route_heat.png
The bar under the picture is 20 um long. 25 x 25 tiles, from dark purple (low) to yellow (high), scaled to the fullest tile. Values are wire area over tile area, all layers added.
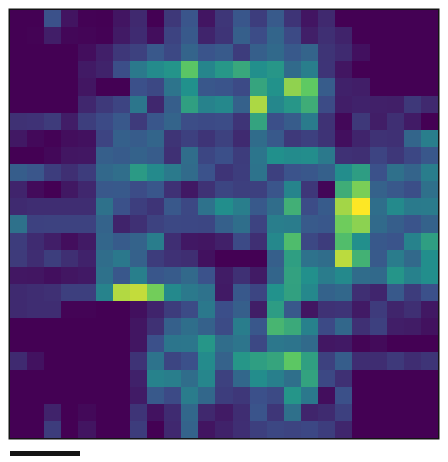
clock_wires.png
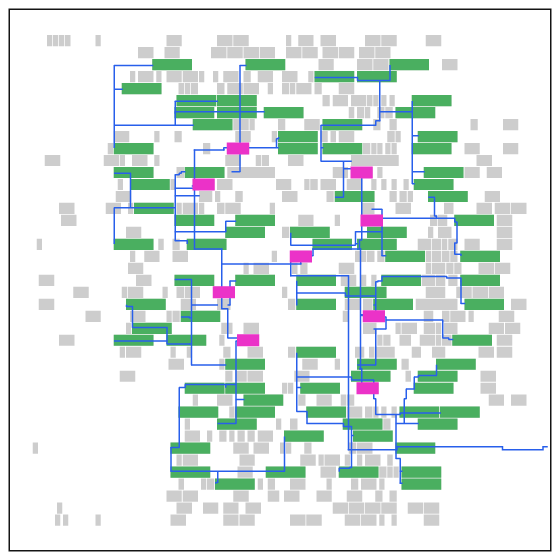
placed.png
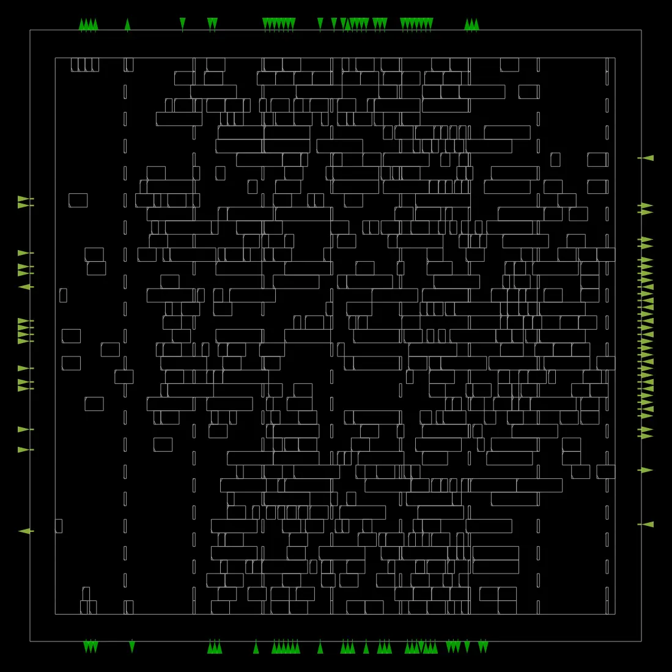
sizing.png
The bar under the picture is 20 um long.
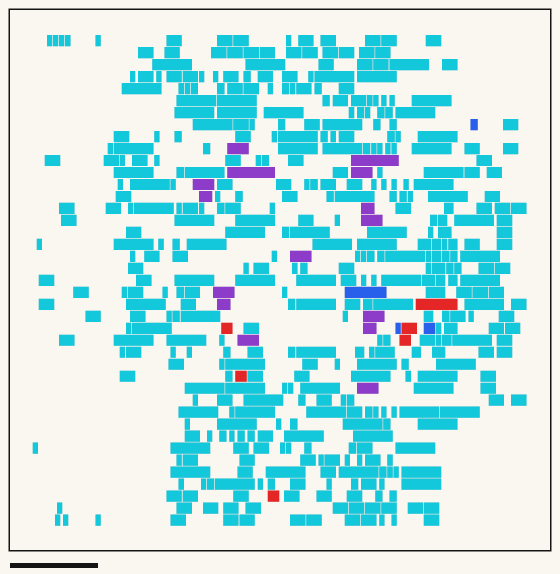
==> config.mk <==
export PLATFORM = sky130hd
export DESIGN_NAME = wb_lane_serializer_flat
export DESIGN_NICKNAME = d
export VERILOG_FILES = /design/src/rtl/wb_lane_serializer_if.sv /design/src/rtl/wb_lane_serializer.sv /design/src/flat_wrapper.sv
export SDC_FILE = /design/constraint.sdc
export NUM_CORES = 1
export LEC_CHECK = 0
export ABC_AREA = 0
export CAP_MARGIN = 20
export CORE_MARGIN = 5
export CORE_UTILIZATION = 30
export CTS_BUF_LIST = sky130_fd_sc_hd__clkbuf_8
export CTS_CLUSTER_DIAMETER = 50
export DETAILED_ROUTE_END_ITERATION = 6
export SYNTH_ARGS = -nofsm -noshare
export SYNTH_HDL_FRONTEND = slang
export SYNTH_SLANG_ARGS = --single-unit
==> constraint.sdc <==
create_clock -name clk -period 4.7 [get_ports clk]
set_input_delay 0.94 -clock clk [delete_from_list [all_inputs] [get_ports clk]]
set_output_delay 0.94 -clock clk [all_outputs]
set_load 0.02 [all_outputs]
==> Flow_metrics.wiki <==
== Run summary ==
{| class="wikitable"
! Metric !! Value
|-
| Cells along the critical path || and2b_4, inv_2, clkdlybuf4s50_1
|-
| Vias per inst || between 4 and 5
|-
| Pre-Place Util || around 30%
|-
| Via count of the first global-routing pass || between 2k and 3k
|-
| Combinational share of power || between 30% and 40%
|-
| CTS Hold Bufs || 0
|-
| Finish-stage setup viols || 0
|-
| Final min period || just under 3 ns
|-
| Slew of the pin with the lowest slew margin || 1.08 ns
|-
| Critical path fanouts, max || 21
|-
| Endpoint arrival time on the critical path || slightly above 2 ns
|-
| Max H-tree Level || 3
|-
| Max IR drop VDD || 0.000202 V
|-
| Number of antenna violations at the first check in global routing || 1
|-
| Ys flops || around 85
|-
| Slowest stage cell, crit path || clkdlybuf4s50_1
|-
| Critical path type || flip-flop to output port
|-
| Number of library cell types mapped by synthesis || 30
|-
| Setup repair after global routing missed its margin || false
|-
| Stage-log warning count || 28
|-
| 1st-iter DRT viols || roughly 220
|-
| TritonCTS clock tree || done
|-
| Total area of multi-input combinational cells || 1480 sq um
|-
| Number of antenna-violating nets in the routed design || 0
|-
| Die outline height || about 120 um
|-
| Fraction of layout cells with a size suffix above 1 || about 5.4%
|-
| Total internal power || 0.00166 W
|-
| Gp weighted congestion || about 0.81
|-
| Nets@finish || ~540
|-
| Run status || finished, final reports clean
|-
| Count of cells resized by post-cts repair || 0
|-
| Largest buffer count on any clock path || 2
|-
| Post-Synthesis Cell Area || between 3000 and 4000 sq um
|-
| Number of cell instances on the worst register-to-register path || 4
|-
| Switching power summed over all nets || between 0.0009 and 0.001 W
|-
| Count of warnings emitted by yosys || 0
|-
| Critical path launch point type || flip-flop
|-
| Worst hold path class || flip-flop to flip-flop
|-
| Cell depth of the worst min-delay path || 1
|-
| Top-area cell type share of the netlist area || 55.3%
|-
| Part of the power in the clock network || 22.5%
|-
| Proportion of total power due to net switching || between 30% and 40%
|-
| Clk sinks || 85
|-
| Chip area || 15000 sq um
|-
| Setup slack, reg-to-reg || ~2.7 ns
|-
| Root Buffer Master || clkbuf_8
|-
| Top-Level Pins || 120
|-
| Length of the first detailed-routing pass in iterations || 4
|-
| Flip-flop count of the largest register, all copies and words added || 54
|-
| Proportion of synthesized chip area in sequential cells || a little under three fifths
|-
| Main area contributors || dfrtp_1 (55%), mux2i_1 (14%), nand2_1 (7.6%)
|-
| Hold Vio Cnt, Final || 0
|-
| Required time reported for the critical path endpoint || between 3 and 4 ns
|-
| Number of post-CTS setup repair buffers || 0
|-
| TritonCTS Buffers || 9
|-
| Post-route worst hold slack || 0.439 ns
|-
| Static leakage || 2.38 nW
|-
| Routed length per placed instance || 14.0 um
|-
| Residual DRC count || 0
|-
| Sequential cell fraction of total power || 43.0%
|-
| Largest net degree at the start of global routing || 111
|-
| Power per cell area || 505 nW/um^2
|-
| Largest stage delay on the critical path || ~0.68 ns
|-
| DP Worst Slack || ~2.1 ns
|-
| Max Fclk || around 340 MHz
|-
| Area reported by Yosys stat || roughly 3800 sq um
|-
| Post-route clock period utilization || a little over three fifths
|-
| Number of max-cap violations || 0
|-
| Count of mapped cells out of synthesis || roughly 360
|-
| Max Transition Viols Final || 0
|-
| N_diodes || 0
|-
| Post-synthesis average cell area || around 10 sq um
|-
| Half-perimeter wire length of the detailed placement result || 6310 um
|-
| Core box area || approximately 13000 sq um
|-
| Worst setup EP type || output port
|-
| Post-route total power || around 0.0026 W
|-
| Ys cells || about 360
|-
| Die Span X || between 100 and 150 um
|-
| Count of port buffers added during placement || approximately 110
|-
| Final-layout setup total negative slack || 0 ns
|-
| Register area || 2130 sq um
|-
| Worst max-slew margin expressed relative to the limit || 28.0%
|-
| Overflow left after global routing || 0
|-
| First-pass GRT wire length || 13900 um
|-
| Clock-pin slew on the worst setup and hold paths || roughly 0.090 ns
|-
| Cell taking the most area after synthesis || dfrtp_1
|}
About route_heat.png:
The fullest tile reaches 0.45. The densest ninth of the die: east. The emptiest ninth of the die: south-west.
total routed wirelength: 8890 um
aggregate global-route resource usage: 11.8%
overall via count from detail_route: 2767

About clock_wires.png:
Key: clock wires = blue [length 1050 um]; flip-flops = green [count 85]; clock-net drivers = magenta [count 9]
There are 10 routed clock nets.
Power Clock: 0.000582 W
clock latency on the worst-skew pair: 0.35 ns
Worst Clk Skew: 0.0106 ns

About placed.png:
Post-Route Utilization: 40.9%
cell row count: 41
number of well-tap cells placed: 172
number of sequential cells in the layout: 85
FILL cells: 1273

About sizing.png:
Key: x2 = blue [cells 4, share 0.87%]; x3 and x4 = red [cells 6, share 1.3%]; x1 and smaller = cyan [cells 437, share 95%]; x6 and larger = purple [cells 15, share 3.2%]
setup slack after layout: 1.73 ns
Signal buffers: 107
final non-filler cell area: 5120 sq um
growth of design area from synthesis to finish: 34.6%

-- final cells by class --
class	instances	share of cell area, %
sequential	85	41.6
multi-input combinational	252	28.8
timing repair buffer	107	20.8
tap	172	4.21
clock buffer	9	2.42
clock inverter	7	2.00
inverter	2	0.171
-- metrics by stage --
stage               instances  utilization [%]  cell area [sq um]
floorplan                 377                -               3850
global placement          618             39.1               4890
detailed placement        618             39.1               4890
CTS                       634             40.9               5120
global route              634             40.9               5120
finish                    634             40.9               5120
-- synthesized netlist by cell type --
cell type	instances
dfrtp_1	84
nand2_1	77
mux2i_1	55
o21ai_0	38
nor2_1	23
nand3_1	20
buf_4	19
buf_2	14
and2_1	4
clkbuf_1	3
xor2_1	3
a21oi_1	2
a31oi_1	2
ha_1	2
nand4_1	2
or3_1	2
and2b_4	1
and3_1	1
and3_2	1
buf_1	1
buf_6	1
conb_1	1
dfstp_2	1
inv_1	1
inv_2	1
nand2b_1	1
nand4b_1	1
o2111ai_4	1
o311ai_0	1
xnor2_1	1
-- layer usage --
layer | wire, um | GRT usage [%]
met1 | 4160 | 16.8
met2 | 4050 | 16.8
met3 | 565 | 3.50
met4 | 110 | 4.55
met5 | 13 | 0
-- placed cells by master, fill, tap and decap left out --
master	count
and3_1	1
and3_2	1
nand4_1	2
nand4b_1	1
conb_1	14
nand3_1	20
and2b_4	1
dfstp_2	1
clkinv_2	1
xnor2_1	1
clkinvlp_4	1
ha_1	2
a31oi_1	2
o311ai_0	1
inv_2	1
or3_1	2
mux2i_1	55
nor2_1	23
clkbuf_8	9
bufinv_16	2
xor2_1	3
a21oi_1	2
clkdlybuf4s50_1	104
nand2b_1	1
buf_4	3
dfrtp_1	84
inv_6	4
and2_1	4
nand2_1	77
o2111ai_4	1
o21ai_0	38
-- kinds of logic after synthesis --
logic type                 after synthesis  share of synthesized area, %
muxes                                   55                          14.5
adders and majority gates                2                         0.658
xor gates and xnor gates                 4                         0.922
buffers and inverters                   40                          6.48
DFF                                     85                          56.0
and+or+nand+nor                        133                          14.8
other                                    1                        0.0987
AOI/OAI and AO/OA                       44                          6.52
-- critical path: cells and delay by family, from the launching register on --
| family | cells | cell delay [ns] |
|---|---|---|
| buffers and inverters | 2 | 0.94 |
| DFF | 1 | 0.51 |
| and+or+nand+nor | 1 | 0.23 |
-- power by group through the flow --
stage / clock, W / sequential [W] / combinational, W
2_1_floorplan: 0 / 0.00120 / 0.000500
3_3_place_gp: 0 / 0.00112 / 0.000885
3_5_place_dp: 0 / 0.00113 / 0.000908
4_1_cts: 0.000601 / 0.00111 / 0.000911
5_1_grt: 0.000630 / 0.00115 / 0.000998
6_report: 0.000582 / 0.00111 / 0.000891
Power is estimated from default activity; no workload was simulated.
